**Run 1: met1 routing**

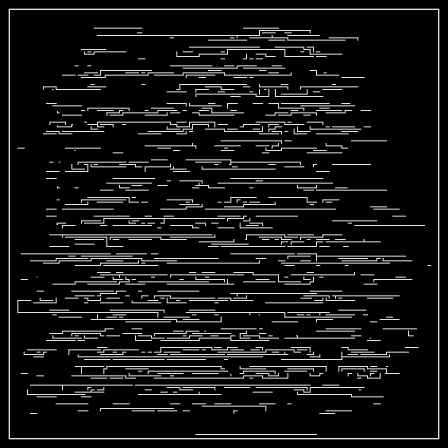
**Run 1: metal 2**

Bar = 20 um.
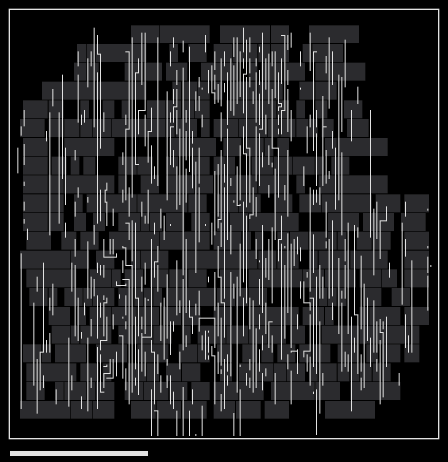
**Run 1: M3 wires**

Bar = 20 um.
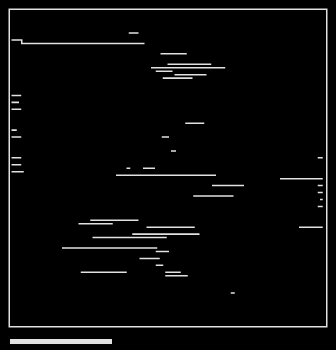
File: src/rtl/seq_pkg.sv
// -----------------------------------------------------------------------------
// seq_pkg
//   Shared definitions for the serial sequence generators and detectors.
//   - seq_state_e : generator FSM states (IDLE/SEND/GAP/DONE)
//   - PAT_W_DEFAULT / PAT_1100 : default pattern length and pattern
//   - CNT_W_DEFAULT : default width of the repeat and gap counters
//   - seq_out_t : bundle of the generator's registered-decode outputs
// -----------------------------------------------------------------------------
package seq_pkg;

  typedef enum logic [1:0] {
    ST_IDLE = 2'd0,
    ST_SEND = 2'd1,
    ST_GAP  = 2'd2,
    ST_DONE = 2'd3
  } seq_state_e;

  localparam int PAT_W_DEFAULT = 4;
  localparam logic [PAT_W_DEFAULT-1:0] PAT_1100 = 4'b1100;

  localparam int CNT_W_DEFAULT = 8;

  // Output bundle, packed so the whole set can be defaulted in one assignment.
  typedef struct packed {
    logic x;
    logic x_valid;
    logic mark;
    logic busy;
    logic done;
  } seq_out_t;

endpackage

File: src/rtl/seq_gen_if.sv
// -----------------------------------------------------------------------------
// seq_gen_if
//   Control and serial-output bundle of the pattern generator.
//   Control (master -> slave):
//     start       request, sampled only while the generator is idle
//     abort       cancel the running transfer
//     repeat_cnt  number of pattern repetitions, latched with start
//     gap_len     idle cycles between repetitions, latched with start
//   Stream / status (slave -> master):
//     x, x_valid  serial bit and its qualifier
//     mark        last bit of a repetition
//     busy        transfer in progress
//     done        one-cycle completion pulse
// -----------------------------------------------------------------------------
interface seq_gen_if
  import seq_pkg::*;
#(
  parameter int CNT_W = CNT_W_DEFAULT
) ();

  logic             start;
  logic             abort;
  logic [CNT_W-1:0] repeat_cnt;
  logic [CNT_W-1:0] gap_len;

  logic             x;
  logic             x_valid;
  logic             mark;
  logic             busy;
  logic             done;

  modport master (
    output start, abort, repeat_cnt, gap_len,
    input  x, x_valid, mark, busy, done
  );

  modport slave (
    input  start, abort, repeat_cnt, gap_len,
    output x, x_valid, mark, busy, done
  );

endinterface

File: src/rtl/seq_down_cnt.sv
// -----------------------------------------------------------------------------
// seq_down_cnt
//   Loadable down counter with a zero flag. It saturates at zero instead of
//   wrapping, so a stray decrement can never produce a huge count.
//   Ports:
//     clk       rising-edge clock
//     reset     synchronous active-low reset (count -> 0)
//     clear     synchronous clear, highest priority after reset
//     load      load load_val
//     load_val  value to load
//     dec       decrement by one (ignored at zero)
//     zero      count == 0
// -----------------------------------------------------------------------------
module seq_down_cnt
  import seq_pkg::*;
#(
  parameter int CNT_W = CNT_W_DEFAULT
) (
  input  logic             clk,
  input  logic             reset,
  input  logic             clear,
  input  logic             load,
  input  logic [CNT_W-1:0] load_val,
  input  logic             dec,
  output logic             zero
);

  logic [CNT_W-1:0] count;

  // NOTE: sequential state uses non-blocking (<=) so every register samples
  // pre-edge values; reset is tested inside the clocked block, making it
  // synchronous.
  always_ff @(posedge clk) begin
    if (!reset) begin
      count <= '0;
    end else if (clear) begin
      count <= '0;
    end else if (load) begin
      count <= load_val;
    end else if (dec && (count != '0)) begin
      count <= count - CNT_W'(1);
    end
  end

  assign zero = (count == '0);

endmodule

File: src/rtl/seq_gen.sv
// -----------------------------------------------------------------------------
// seq_gen
//   Serial pattern transmitter. On start it sends PATTERN MSB-first,
//   repeat_cnt times, with gap_len idle cycles between repetitions, one bit
//   per clock. mark flags bit 0 of every repetition; done pulses once after
//   the last bit. All outputs are decoded from registered state only.
//   Parameters:
//     PAT_W    pattern length in bits (>= 2)
//     PATTERN  pattern, sent MSB first
//     CNT_W    width of the repeat and gap counters
//   Ports:
//     clk      rising-edge clock
//     reset    synchronous active-low reset
//     bus      seq_gen_if.slave (start/abort/repeat_cnt/gap_len in,
//              x/x_valid/mark/busy/done out)
// -----------------------------------------------------------------------------
module seq_gen
  import seq_pkg::*;
#(
  parameter int               PAT_W   = PAT_W_DEFAULT,
  parameter logic [PAT_W-1:0] PATTERN = PAT_1100,
  parameter int               CNT_W   = CNT_W_DEFAULT
) (
  input  logic     clk,
  input  logic     reset,
  seq_gen_if.slave bus
);

  localparam int               IDX_W    = (PAT_W > 1) ? $clog2(PAT_W) : 1;
  localparam logic [IDX_W-1:0] IDX_LAST = IDX_W'(PAT_W - 1);

  seq_state_e       state_q, state_d;
  logic [IDX_W-1:0] idx_q, idx_d;
  logic [CNT_W-1:0] g_len_q, g_len_d;   // latched gap length

  // Counter controls produced by the next-state logic.
  logic             cnt_clear;
  logic             rep_load, rep_dec, rep_last;
  logic             gap_load, gap_dec, gap_end;
  logic [CNT_W-1:0] rep_load_val, gap_load_val;

  seq_out_t         out_c;

  // The repeat counter holds the repetitions still to come after the current
  // one, so it is loaded with R-1 and "last repetition" is simply its zero
  // flag. Likewise the gap counter is loaded with G-1 and the gap ends on the
  // cycle it reads zero, giving exactly G gap cycles.
  assign rep_load_val = bus.repeat_cnt - CNT_W'(1);
  assign gap_load_val = g_len_q - CNT_W'(1);

  seq_down_cnt #(.CNT_W(CNT_W)) u_rep_cnt (
    .clk      (clk),
    .reset    (reset),
    .clear    (cnt_clear),
    .load     (rep_load),
    .load_val (rep_load_val),
    .dec      (rep_dec),
    .zero     (rep_last)
  );

  seq_down_cnt #(.CNT_W(CNT_W)) u_gap_cnt (
    .clk      (clk),
    .reset    (reset),
    .clear    (cnt_clear),
    .load     (gap_load),
    .load_val (gap_load_val),
    .dec      (gap_dec),
    .zero     (gap_end)
  );

  // State register (state, bit index, latched gap length).
  always_ff @(posedge clk) begin
    if (!reset) begin
      state_q <= ST_IDLE;
      idx_q   <= IDX_LAST;
      g_len_q <= '0;
    end else begin
      state_q <= state_d;
      idx_q   <= idx_d;
      g_len_q <= g_len_d;
    end
  end

  // Next-state logic.
  always_comb begin
    // NOTE: every signal gets a default before the case so no path leaves
    // one unassigned, which would otherwise infer a latch.
    state_d   = state_q;
    idx_d     = idx_q;
    g_len_d   = g_len_q;
    cnt_clear = 1'b0;
    rep_load  = 1'b0;
    rep_dec   = 1'b0;
    gap_load  = 1'b0;
    gap_dec   = 1'b0;

    unique case (state_q)
      ST_IDLE: begin
        idx_d = IDX_LAST;
        if (bus.start) begin
          if (bus.repeat_cnt != '0) begin
            rep_load = 1'b1;
            g_len_d  = bus.gap_len;
            state_d  = ST_SEND;
          end else begin
            state_d  = ST_DONE;
          end
        end
      end

      ST_SEND: begin
        if (bus.abort) begin
          // Abort beats everything, including the final bit.
          cnt_clear = 1'b1;
          g_len_d   = '0;
          idx_d     = IDX_LAST;
          state_d   = ST_IDLE;
        end else if (idx_q == '0) begin
          idx_d = IDX_LAST;
          if (rep_last) begin
            state_d = ST_DONE;
          end else begin
            rep_dec = 1'b1;
            if (g_len_q != '0) begin
              gap_load = 1'b1;
              state_d  = ST_GAP;
            end
          end
        end else begin
          idx_d = idx_q - IDX_W'(1);
        end
      end

      ST_GAP: begin
        if (bus.abort) begin
          cnt_clear = 1'b1;
          g_len_d   = '0;
          idx_d     = IDX_LAST;
          state_d   = ST_IDLE;
        end else if (gap_end) begin
          idx_d   = IDX_LAST;
          state_d = ST_SEND;
        end else begin
          gap_dec = 1'b1;
        end
      end

      ST_DONE: begin
        state_d = ST_IDLE;
      end

      default: begin
        state_d = ST_IDLE;
      end
    endcase
  end

  // Output decode: depends on registered state only.
  always_comb begin
    out_c = '0;
    unique case (state_q)
      ST_SEND: begin
        out_c.x       = PATTERN[idx_q];
        out_c.x_valid = 1'b1;
        out_c.mark    = (idx_q == '0);
        out_c.busy    = 1'b1;
      end
      ST_GAP:  out_c.busy = 1'b1;
      ST_DONE: out_c.done = 1'b1;
      default: out_c = '0;
    endcase
  end

  assign bus.x       = out_c.x;
  assign bus.x_valid = out_c.x_valid;
  assign bus.mark    = out_c.mark;
  assign bus.busy    = out_c.busy;
  assign bus.done    = out_c.done;

endmodule
File: src/flat_wrapper.sv
// flat-port wrapper written by rule: the top's interface ports become plain ports
module seq_gen_flat import seq_pkg::*;
#(
  parameter int               PAT_W   = PAT_W_DEFAULT,
  parameter logic [PAT_W-1:0] PATTERN = PAT_1100,
  parameter int               CNT_W   = CNT_W_DEFAULT
)
  (clk, reset, bus_start, bus_abort, bus_repeat_cnt, bus_gap_len, bus_x, bus_x_valid, bus_mark, bus_busy, bus_done);
  seq_gen_if #(.CNT_W(CNT_W)) bus_i ();
  input  logic clk;
  input  logic reset;
  input wire logic [$bits(bus_i.start)-1:0] bus_start;
  input wire logic [$bits(bus_i.abort)-1:0] bus_abort;
  input wire logic [$bits(bus_i.repeat_cnt)-1:0] bus_repeat_cnt;
  input wire logic [$bits(bus_i.gap_len)-1:0] bus_gap_len;
  output wire logic [$bits(bus_i.x)-1:0] bus_x;
  output wire logic [$bits(bus_i.x_valid)-1:0] bus_x_valid;
  output wire logic [$bits(bus_i.mark)-1:0] bus_mark;
  output wire logic [$bits(bus_i.busy)-1:0] bus_busy;
  output wire logic [$bits(bus_i.done)-1:0] bus_done;
  assign bus_i.start = bus_start;
  assign bus_i.abort = bus_abort;
  assign bus_i.repeat_cnt = bus_repeat_cnt;
  assign bus_i.gap_len = bus_gap_len;
  assign bus_x = bus_i.x;
  assign bus_x_valid = bus_i.x_valid;
  assign bus_mark = bus_i.mark;
  assign bus_busy = bus_i.busy;
  assign bus_done = bus_i.done;
  seq_gen #(.PAT_W(PAT_W), .PATTERN(PATTERN), .CNT_W(CNT_W)) u_core (.clk(clk), .reset(reset), .bus(bus_i));
endmodule
File: config.mk
export PLATFORM = sky130hd
export DESIGN_NAME = seq_gen_flat
export DESIGN_NICKNAME = d
export VERILOG_FILES = /design/src/rtl/seq_pkg.sv /design/src/rtl/seq_gen_if.sv /design/src/rtl/seq_down_cnt.sv /design/src/rtl/seq_gen.sv /design/src/flat_wrapper.sv
export SDC_FILE = /design/constraint.sdc
export NUM_CORES = 1
export LEC_CHECK = 0
export CORE_UTILIZATION = 49
export DETAILED_ROUTE_END_ITERATION = 12
export PLACE_DENSITY = 0.78
export SLEW_MARGIN = 25
export SYNTH_ARGS = -nofsm -noshare
export SYNTH_HDL_FRONTEND = slang
export SYNTH_SLANG_ARGS = --single-unit
File: constraint.sdc
create_clock -name clk -period 2.6 [get_ports clk]
set_input_delay 0.39 -clock clk [delete_from_list [all_inputs] [get_ports clk]]
set_output_delay 0.39 -clock clk [all_outputs]
set_load 0.02 [all_outputs]
==> run notes, run 1 <==
Results of the run.

Per the OpenROAD floorplan log, the height of the die is just over 60 um. For this run, the register share of the synthesized area comes to 31.80%. The terminating pin of the worst hold path is u_core.u_gap_cnt.count[7]$_SDFFE_PP0P_. The clock tree from TritonCTS is built. Per the synth stats, the proportion of register bits with asynchronous set or reset is 0%. Endpoints with negative setup slack in the final report add up to 0.

The adder and majority gate portion of the synthesized area is 6.388%. The final core utilization is about three quarters. The worst endpoint data arrival time is between 2 and 3 ns. The kind of end point of the critical path is a register. The largest family of logic cells by area is simple AND/OR/NAND/NOR gates. The detailed router's first-iteration violation count is between 80 and 90. Before placement the cells fill a little over half of the core. Yosys reports a chip area of ~1800 um^2.

The main flop type after synthesis is sky130_fd_sc_hd__dfxtp_1. The maximum operating frequency is 0.3874 GHz. The start point of the critical path is u_core.g_len_q[2]$_SDFFE_PN0P_. Per STA, the worst path is made up of or4_4 > or3_4 > and3_4 > a21oi_2 > ha_2 > o21ai_2 > a221o_1 > nor2_2 > xnor2_1 > a211oi_2.

Multiplexer cells account for around 1.8% of the synthesized area. Sorting the synthesized cells by area gives the leading types as sky130_fd_sc_hd__dfxtp_1 32%, sky130_fd_sc_hd__ha_1 6.4%, sky130_fd_sc_hd__a211oi_1 5.5%. The synthesized netlist devotes between 20% and 30% of its cell area to compound gates.

The flow ran to the end, and the final reports show no timing, DRC or antenna violations. For reference, the most critical setup path is categorized as register to register. The reg-to-reg startpoint is u_core.g_len_q[2]$_SDFFE_PN0P_. The synthesis report lists the Yosys warning total as 0.

The number of warnings reported in the stage logs is 33. The area of the die is roughly 3800 um^2. CTS reports a maximum clock tree buffer depth of 2. The total overflow left after global routing is 0.

The actual slew at the worst max-slew pin is between 0.7 and 0.8 ns. After Yosys synthesis, XOR and XNOR cells account for about a tenth of the synthesized area. The cell at the root of the clock tree is sky130_fd_sc_hd__clkbuf_4.

The via count of the first global-routing pass came to 1645. The number of violations of the max-capacitance limit is 0. The DRC violation total left in the routed layout is recorded as 0. Synthesis produced around 220 cells. The cell count in the Yosys report is around 220. The share of synthesized area in the top cell type comes to between 30% and 40%. During I/O placement, the number of pins put on the boundary was 25. The cell at the slowest stage of the critical path is sky130_fd_sc_hd__or4_4.

The smallest clock period supported by the final layout is computed as about 2.6 ns. At the later pin of the worst-skew pair, clock insertion delay measures between 0.3 and 0.4 ns. Entering global routing, the biggest net connects 17 pins.

The clock edge transition at the registers on the reported setup and hold paths is between 0.15 and 0.2 ns. The instance count along the most critical hold path is 2. Dividing the detail-routed wire length by the instance count gives between 10 and 15 um.

The worst setup path endpoint is u_core.u_gap_cnt.count[6]$_SDFFE_PP0P_. The average size of a mapped cell is roughly 8.1 um^2. The number of failing hold endpoints at the final stage is 0. The share of final-layout standard cells stronger than drive strength 1 is between 20% and 30%. For the worst setup path, the data required time is approximately 2.8 ns.

Per STA, the highest per-stage delay on the worst path measures 0.53 ns. The maximum clock skew at final layout is around 0.0016 ns. The largest registers in the layout are u_core.g_len_q: 8 flops, u_core.u_gap_cnt.count: 8 flops, u_core.u_rep_cnt.count: 8 flops.

The final setup slack of the worst path is about 0.019 ns. The final report gives the standard cell area, fillers excluded, as approximately 2500 um^2. The half-perimeter wire length of the detailed placement result is between 3 and 4 mm.

The script logs the ratio of routed vias to standard cells as approximately 5.7. The remaining antenna violation count after routing is 0. The final total power is 1.729 mW. The number of buffer cells added on primary ports is 24. At floorplan, the net count of the design was reported as around 250. The post-synthesis register bit count is 28. The launch point of the worst min-delay path is recorded as u_core.u_gap_cnt.count[7]$_SDFFE_PP0P_.

Looking at the VDD voltage map, the peak drop is around 420 uV. In the final report, the number of pins over their slew limit comes to 0. Looking at the reg2reg group, the worst path ends at u_core.u_gap_cnt.count[6]$_SDFFE_PP0P_. The placed cell area is approximately 2400 um^2. The worst hold margin is 0.5110 ns. The quantity of hold-fixing buffers added after cts is 0. The wire length of the first global-routing pass is approximately 7.8 mm. The filler-free cell count of the finished design is between 300 and 400.
About 'met1 routing':
main direction = horizontal
longest straight run = 26.7 um
nets with wire on the layer = 284
wire length on this layer = 2310 um
share of all routed wire = 47%
met1 layer usage reported by global route: 39.90%
wirelength, routed: 4.869 mm
via total after detailed routing: 1878

About 'metal 2':
share of all routed wire = 45%
wire length on this layer = 2210 um
nets with wire on the layer = 260
longest straight run = 29.9 um
met2 GRT Util: 43.16%

About 'M3 wires':
main direction = horizontal
share of all routed wire = 4.8%
met3 capacity usage during global routing: 2.070%

-- run 1: placed cells by master (no fill, tap or decap), types with 3 or more instances in the layout --
cell and count:
sky130_fd_sc_hd__nor4_1 3, sky130_fd_sc_hd__ha_2 3, sky130_fd_sc_hd__nand2_1 17, sky130_fd_sc_hd__or3_1 4
sky130_fd_sc_hd__xnor2_1 11, sky130_fd_sc_hd__clkbuf_4 3, sky130_fd_sc_hd__nor3_1 7, sky130_fd_sc_hd__nor2_1 26
sky130_fd_sc_hd__nand3_1 6, sky130_fd_sc_hd__clkdlybuf4s50_1 24, sky130_fd_sc_hd__and3_1 9, sky130_fd_sc_hd__dfxtp_1 26
sky130_fd_sc_hd__buf_4 44, sky130_fd_sc_hd__or4_4 3, sky130_fd_sc_hd__a21oi_1 14, sky130_fd_sc_hd__xor2_1 8
sky130_fd_sc_hd__o21ai_0 5, sky130_fd_sc_hd__ha_1 6, sky130_fd_sc_hd__inv_1 7, sky130_fd_sc_hd__a211oi_1 13
-- run 1: area by class of cell --
type	count	area, um^2
Sequential cell	28	563.0
Clock buffer	3	22.52
Multi-Input combinational cell	176	1219
Clock inverter	1	30.03
Fill cell	251	897.1
Inverter	8	30.03
Tap cell	46	57.56
Timing Repair Buffer	68	570.5
-- run 1: routing by layer --
metal | part of all wire (%) | vias to the layer above | wire length, um
met5 | 0 | - | 0
met4 | 2.5 | 0 | 124
met3 | 4.7 | 12 | 231
met2 | 45 | 61 | 2207
met1 | 47 | 883 | 2306
li1 | - | 922 | -
-- run 1: power by group --
group	internal [mW]	switching, mW
Sequential	0.494	0.0499
Combinational	0.428	0.464
Clock	0.156	0.137
Total	1.08	0.651
-- run 1: repair_timing --
item / 4_1_cts / 5_1_grt
setup endpoints to repair: 1 / 5
buffers inserted: 4 / 0
pin swaps: 8 / 3
resized: 4 / 6
**Run 1: congestion heat map**

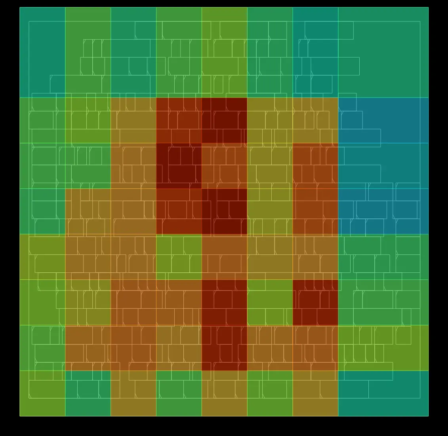

==> inputs of run 2 (changes only) <==
--- a/config.mk
+++ b/config.mk
@@ -8,6 +8,7 @@
 export CORE_UTILIZATION = 49
 export DETAILED_ROUTE_END_ITERATION = 12
 export PLACE_DENSITY = 0.78
+export RECOVER_POWER = 50
 export SLEW_MARGIN = 25
 export SYNTH_ARGS = -nofsm -noshare
 export SYNTH_HDL_FRONTEND = slang
==> constraint.sdc (replaced) <==
create_clock -name clk -period 2.1 [get_ports clk]
set_input_delay 0.315 -clock clk [delete_from_list [all_inputs] [get_ports clk]]
set_output_delay 0.315 -clock clk [all_outputs]
set_load 0.02 [all_outputs]
**Run 2: congestion heat map**

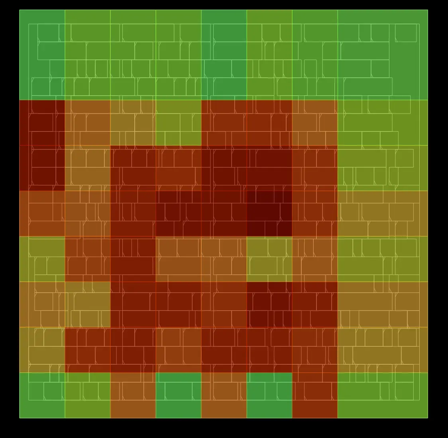
met3 capacity usage during global routing: 5.797%
Total GRT Usage: 35.03%
busiest grt layer: met2
met2 GRT Util: 61.40%
fraction of the core area covered by cells at the end of the flow: 90.33%

==> run 2 against run 1 <==
The run now ends with setup timing left. Critical path type unchanged. Power is 61% higher. Register-to-register slack worse by 0.59 ns. Global-route usage is 7.5 points higher. Combinational power rose by 93%. Critical path depth did not move.
==> run notes, run 2 <==
Results of the run.

The quantity of hold-fixing buffers added after cts was 0 (unchanged). The proportion of netlist area held by the largest area contributor is 31.80% (unchanged). The critical path start-end classification is register to register (unchanged). The max-slew violation count came to 0 (unchanged). The remaining antenna violation count after routing is 0 (unchanged). The I/O pin count is 25 (unchanged). The detailed router's first-iteration violation count is 230 (was 88). The number of failing hold endpoints at the final stage is 0 (unchanged). The post-synthesis share of cell area spent on xor and xnor gates is 9.439% (unchanged). The final reports fail on setup timing. The number of standard cells after synthesis is 217 (unchanged). The area share of and-or/or-and cells after synthesis is 22.07% (unchanged). The maximum vdd drop was 619.1 uV (was 419.1 uV). The number of distinct library cell variants in the gate-level netlist after synthesis was 46 (unchanged).

The post-synthesis net count is 246 (unchanged). The switching power is 1.151 mW (was 651.0 uW). The Yosys chip area is 1763 um^2 (unchanged). The cell at the slowest stage of the critical path is sky130_fd_sc_hd__or4_4 (unchanged). The kind of end point of the critical path is a register (unchanged).

Cell-by-cell trace of the critical path: or4_4 > or3_4 > nand2_4 > mux2i_4 > ha_4 > o21ai_2 > a221o_1 > nor2_2 > xnor2_1 > a211oi_2 (was or4_4 > or3_4 > and3_4 > a21oi_2 > ha_2 > o21ai_2 > a221o_1 > nor2_2 > xnor2_1 > a211oi_2). The instance count along the most critical hold path came to 2 (unchanged). The worst setup path endpoint is u_core.u_gap_cnt.count[6]$_SDFFE_PP0P_ (unchanged). The maximum number of pins on one net before global-route repair is 17 (unchanged). The clock share of power is 13.8% (was 17.0%). The number of OpenROAD warnings was 34 (was 33).

Result of the run: complete, but fails checks (was completed). The half-perimeter wire length of the detailed placement result is 3.943 mm (was 3.506 mm). The switching power as a share of total power is 41.31% (was 37.66%). The clock tree from TritonCTS is built (unchanged). The async set-reset flop share out of synthesis is 0% (unchanged). The post-route met1 wirelength is 3.059 mm (was 2.306 mm). The clock edge transition at the registers on the reported setup and hold paths is 0.18 ns (was 0.16 ns). The worst hold path startpoint is reset (was u_core.u_gap_cnt.count[7]$_SDFFE_PP0P_). The final total power is 2.786 mW (was 1.729 mW). The largest family of logic cells by area is simple AND/OR/NAND/NOR gates (unchanged). The combinational power share came to 61.8% (was 51.6%). The number of buffer cells added on primary ports is 24 (unchanged). The deepest clock path buffer count is 2 (unchanged). The reg-to-reg startpoint is u_core.g_len_q[2]$_SDFFE_PN0P_ (unchanged).

Top flop regs: u_core.g_len_q: 8 flops, u_core.u_gap_cnt.count: 8 flops, u_core.u_rep_cnt.count: 8 flops (unchanged). The wire length of the first global-routing pass is 9.715 mm (was 7.762 mm). The register share of total power is 24.4% (was 31.5%).

The most instantiated logic cell after routing was sky130_fd_sc_hd__buf_4 (unchanged). The count of final setup violators was 14 (was 0). The area fraction in and, or, nand and nor cells is 25.62% (unchanged). The uppermost layer routed is met4 (unchanged). The wire length on met2 is 3.855 mm (was 2.207 mm). The DRC violation count after routing was 0 (unchanged). The summed area of non-filler cells in the final layout came to 3062 um^2 (was 2492 um^2).

The aggregate global routing overflow is 0 (unchanged). The time the final worst path needs with I/O delays and setup is 2.669 ns (was 2.581 ns). The final setup slack of the worst path is -0.5687 ns (was 0.01859 ns). The capture point of the worst reg-to-reg path is u_core.u_gap_cnt.count[6]$_SDFFE_PP0P_ (unchanged). The share of final-layout standard cells stronger than drive strength 1 came to 45.54% (was 25.35%).

The wire length on met3 was 722 um (was 231 um). The via count normalized by instance count came to 6.367 (was 5.691). The cell at the root of the clock tree was sky130_fd_sc_hd__clkbuf_4 (unchanged).

The worst-skew pair later-pin latency is 0.35 ns (was 0.34 ns). The delay of the slowest critical-path stage is 0.54 ns (was 0.53 ns). The maximum clock skew at final layout is 0.003364 ns (was 0.001579 ns). The post-synthesis register bit count is 28 (unchanged). The sequential element share of the synthesized area is 31.80% (unchanged). The adder and majority gate portion of the synthesized area was 6.388% (unchanged). The die boundary height is 61.98 um (unchanged).

The placed cell area is 2589 um^2 (was 2371 um^2). The maximum operating frequency was 0.3747 GHz (was 0.3874 GHz). The main flop type after synthesis is sky130_fd_sc_hd__dfxtp_1 (unchanged).

Most frequent logic cells in the routed design: 77 x sky130_fd_sc_hd__buf_4, 25 x sky130_fd_sc_hd__nor2_1, 22 x sky130_fd_sc_hd__dfxtp_1, 16 x sky130_fd_sc_hd__clkdlybuf4s50_1, 12 x sky130_fd_sc_hd__nand2_1 (was 44 x sky130_fd_sc_hd__buf_4, 26 x sky130_fd_sc_hd__nor2_1, 26 x sky130_fd_sc_hd__dfxtp_1, 24 x sky130_fd_sc_hd__clkdlybuf4s50_1, 17 x sky130_fd_sc_hd__nand2_1). The average size of a mapped cell came to 8.124 um^2 (unchanged). The number of violations of the max-capacitance limit came to 0 (unchanged). The terminating pin of the worst hold path is u_core.idx_q[0]$_SDFFE_PN1P_ (was u_core.u_gap_cnt.count[7]$_SDFFE_PP0P_).

The cell count in the Yosys report was 217 (unchanged). The via count of the first global-routing pass is 2063 (was 1645).
**Run 2: met1 routing**

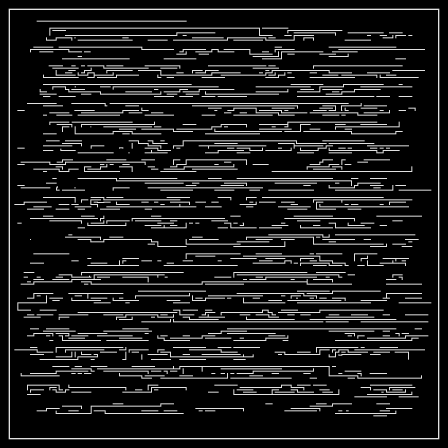
nets with wire on the layer = 333
main direction = horizontal
wire length on this layer = 3060 um
share of all routed wire = 38%
wirelength, routed: 8.070 mm
met1 layer usage reported by global route: 42.48%
via total after detailed routing: 2362

## run 2: cell types whose count changed in the layout (fill, tap and decap cells not counted), moves of 3 or more
cell / delta
sky130_fd_sc_hd__buf_6: +8
sky130_fd_sc_hd__dfxtp_2: +4
sky130_fd_sc_hd__clkdlybuf4s50_1: -8
sky130_fd_sc_hd__buf_4: +33
sky130_fd_sc_hd__dlygate4sd2_1: +4
sky130_fd_sc_hd__nand2_1: -5
sky130_fd_sc_hd__dfxtp_1: -4
sky130_fd_sc_hd__nand2_2: +3
sky130_fd_sc_hd__a21oi_1: -4
sky130_fd_sc_hd__nor4_4: +3
sky130_fd_sc_hd__a211oi_2: +4
sky130_fd_sc_hd__a21oi_4: +3
sky130_fd_sc_hd__a211oi_1: -4
## run 2: power by group through the flow
stage / registers [mW] / logic (mW) / clock network, mW
floorplan: 0.689 / 0.626 / 0
global placement: 0.664 / 1.19 / 0
detailed placement: 0.667 / 1.23 / 0
CTS: 0.663 / 1.39 / 0.373
global route: 0.684 / 1.79 / 0.397
finish: 0.680 / 1.72 / 0.384
## run 2: area by class of cell
class                   count  area, um^2
clock buffers               3       22.52
inverters                   8       30.03
fillers                   143       327.8
repair buffers            109       893.4
multi-input cells         176        1460
well taps                  46       57.56
flip-flops and latches     28       568.0
clock inverters             1       30.03
## run 2: timing repair
action,CTS,global route
resized,43,38
gates cloned,0,0
buffers inserted,8,11
endpoints found under the hold margin,0,0
setup endpoints to repair,13,23
pin swaps,14,19
## run 2: per-stage QoR
step	setup TNS [ns]	hold slack, ns	util [%]	std cells
after floorplan	-2.023	0.3769	-	217
after global placement	-3.712	0.4893	76.38	351
after detailed placement	-5.693	0.4924	76.38	351
after CTS	-1.309	0.5136	83.46	362
after global routing	-3.946	0.5540	90.33	371
final	-2.294	0.5489	90.33	371
==> inputs of run 3 (changes only) <==
--- a/config.mk
+++ b/config.mk
@@ -5,6 +5,7 @@
 export SDC_FILE = /design/constraint.sdc
 export NUM_CORES = 1
 export LEC_CHECK = 0
+export ABC_CLOCK_PERIOD_IN_PS = 2100
 export CORE_UTILIZATION = 49
 export DETAILED_ROUTE_END_ITERATION = 12
 export PLACE_DENSITY = 0.78
==> run 3 against run 2 <==
The run still ends with setup timing left. Clock skew stayed put. Flip-flop count stayed put. Routed wire length stayed put. Non-clock buffer count stayed put. Power stayed put. Clock-buffer cell count stayed put. Utilization stayed put. Critical path type unchanged.
==> run notes, run 3 <==
Results of the run.

Result of the run: complete, but fails checks (unchanged). The critical path start-end classification was register to register (unchanged). The clock edge transition at the registers on the reported setup and hold paths is 0.18 ns (about the same). The count of multi-input combinational gates is 176 (unchanged). The maximum number of pins on one net before global-route repair was 17 (unchanged). The quantity of hold-fixing buffers added after cts was 0 (unchanged). Failing checks: setup timing (unchanged).

The tally of yosys warning messages is 0 (unchanged). The count of inserted tapcells is 46 (unchanged). The most area-hungry cell class in the final design is logic gates (unchanged). The cell total after placement is 351 (unchanged). The largest family of logic cells by area is simple AND/OR/NAND/NOR gates (unchanged).

The wire length of the first global-routing pass is 9.715 mm (unchanged). The total negative slack is -2.294 ns (unchanged). The cell at the root of the clock tree was sky130_fd_sc_hd__clkbuf_4 (unchanged).

The die boundary height is 61.98 um (unchanged). The area fraction in and, or, nand and nor cells is 25.62% (unchanged). The half-perimeter wire length of the detailed placement result is 3.943 mm (unchanged). The final core utilization is 90.33% (unchanged). The count of final setup violators was 14 (unchanged). The final setup slack of the worst path was -0.5687 ns (unchanged). The worst hold path startpoint is reset (unchanged). The mux contribution to synthesized area came to 1.774% (unchanged).

The flop share of the area is 18.55% (unchanged). The placed cell area is 2589 um^2 (unchanged). The data required time of the critical path came to 2.39 ns (about the same). The average size of a mapped cell was 8.124 um^2 (unchanged). The starting utilization of the core area is 52.01% (unchanged). The via count normalized by instance count is 6.367 (unchanged). The adder and majority gate portion of the synthesized area was 6.388% (unchanged). Largest cells by area after synthesis: sky130_fd_sc_hd__dfxtp_1 32%, sky130_fd_sc_hd__ha_1 6.4%, sky130_fd_sc_hd__a211oi_1 5.5% (unchanged). The flip-flop and latch area was 568.0 um^2 (unchanged).

The combinational gate area came to 1460 um^2 (unchanged). The non-clock inverter instance count of the final layout came to 8 (unchanged). The worst hold margin is 0.5489 ns (unchanged).

The worst-skew pair later-pin latency came to 0.35 ns (about the same). The number of standard cells after synthesis was 217 (unchanged). The number of failing hold endpoints at the final stage was 0 (unchanged).

The non-clock buffer instance count of the final layout is 109 (unchanged). The area share of and-or/or-and cells after synthesis came to 22.07% (unchanged).
## run 3: cell counts in the layout (fill, tap and decap cells not counted)
No cell type changed its count.
## run 3: routing by layer
layer | track usage [%] | wire length, um
met5 | 0 | 0
met4 | 13.65 | 432
met3 | 5.797 | 722
met2 | 61.40 | 3855
met1 | 42.48 | 3059
## run 3: repair_timing
item,in CTS,in global routing
pin swaps,14,19
cloned,0,0
endpoints found under the setup margin,13,23
resized,43,38
setup buffers,8,11
hold endpoints to repair,0,0
## run 3: worst max path at each step
stage | start | end | slack (ns)
after global placement | bus_repeat_cnt[4] | u_core.u_rep_cnt.count[6]$_SDFFE_PP0P_ | -0.49
after detailed placement | bus_repeat_cnt[4] | u_core.u_rep_cnt.count[6]$_SDFFE_PP0P_ | -0.63
after floorplan | u_core.g_len_q[2]$_SDFFE_PN0P_ | u_core.u_gap_cnt.count[6]$_SDFFE_PP0P_ | -0.58
final | u_core.g_len_q[2]$_SDFFE_PN0P_ | u_core.u_gap_cnt.count[6]$_SDFFE_PP0P_ | -0.57
after global routing | u_core.g_len_q[2]$_SDFFE_PN0P_ | u_core.u_gap_cnt.count[6]$_SDFFE_PP0P_ | -0.61
after CTS | u_core.g_len_q[2]$_SDFFE_PN0P_ | u_core.u_gap_cnt.count[6]$_SDFFE_PP0P_ | -0.47
## run 3: cell families (layout without fill, tap and decap cells)
group	count (synthesis)	in the layout
multiplexers	3	3
AND-OR/OR-AND	55	55
flip-flops	28	28
XOR/XNOR	19	19
AND/OR/NAND/NOR	90	90
buffers and inverters	13	121
adder cells (fa/ha/maj)	9	9
## run 3: report_power, final
group	switching, mW	internal (mW)
clock	0.191	0.193
combinational	0.896	0.825
sequential	0.0635	0.617
**Run 3: met1 routing**

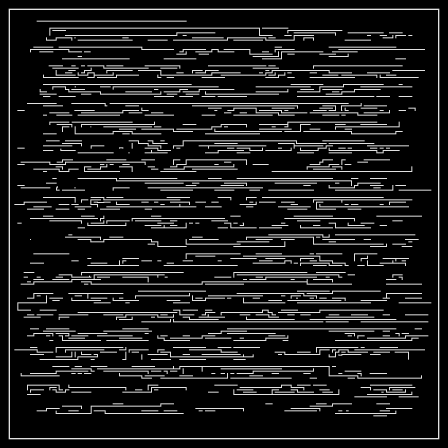
nets with wire on the layer = 333
longest straight run = 34.5 um
share of all routed wire = 38%
main direction = horizontal
wire length on this layer = 3060 um

**Run 3: congestion heat map**

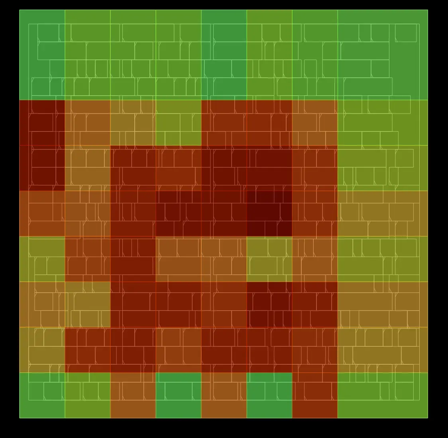
wire length per cell after detailed routing: 21.75 um

Power is estimated from default activity; no workload was simulated.
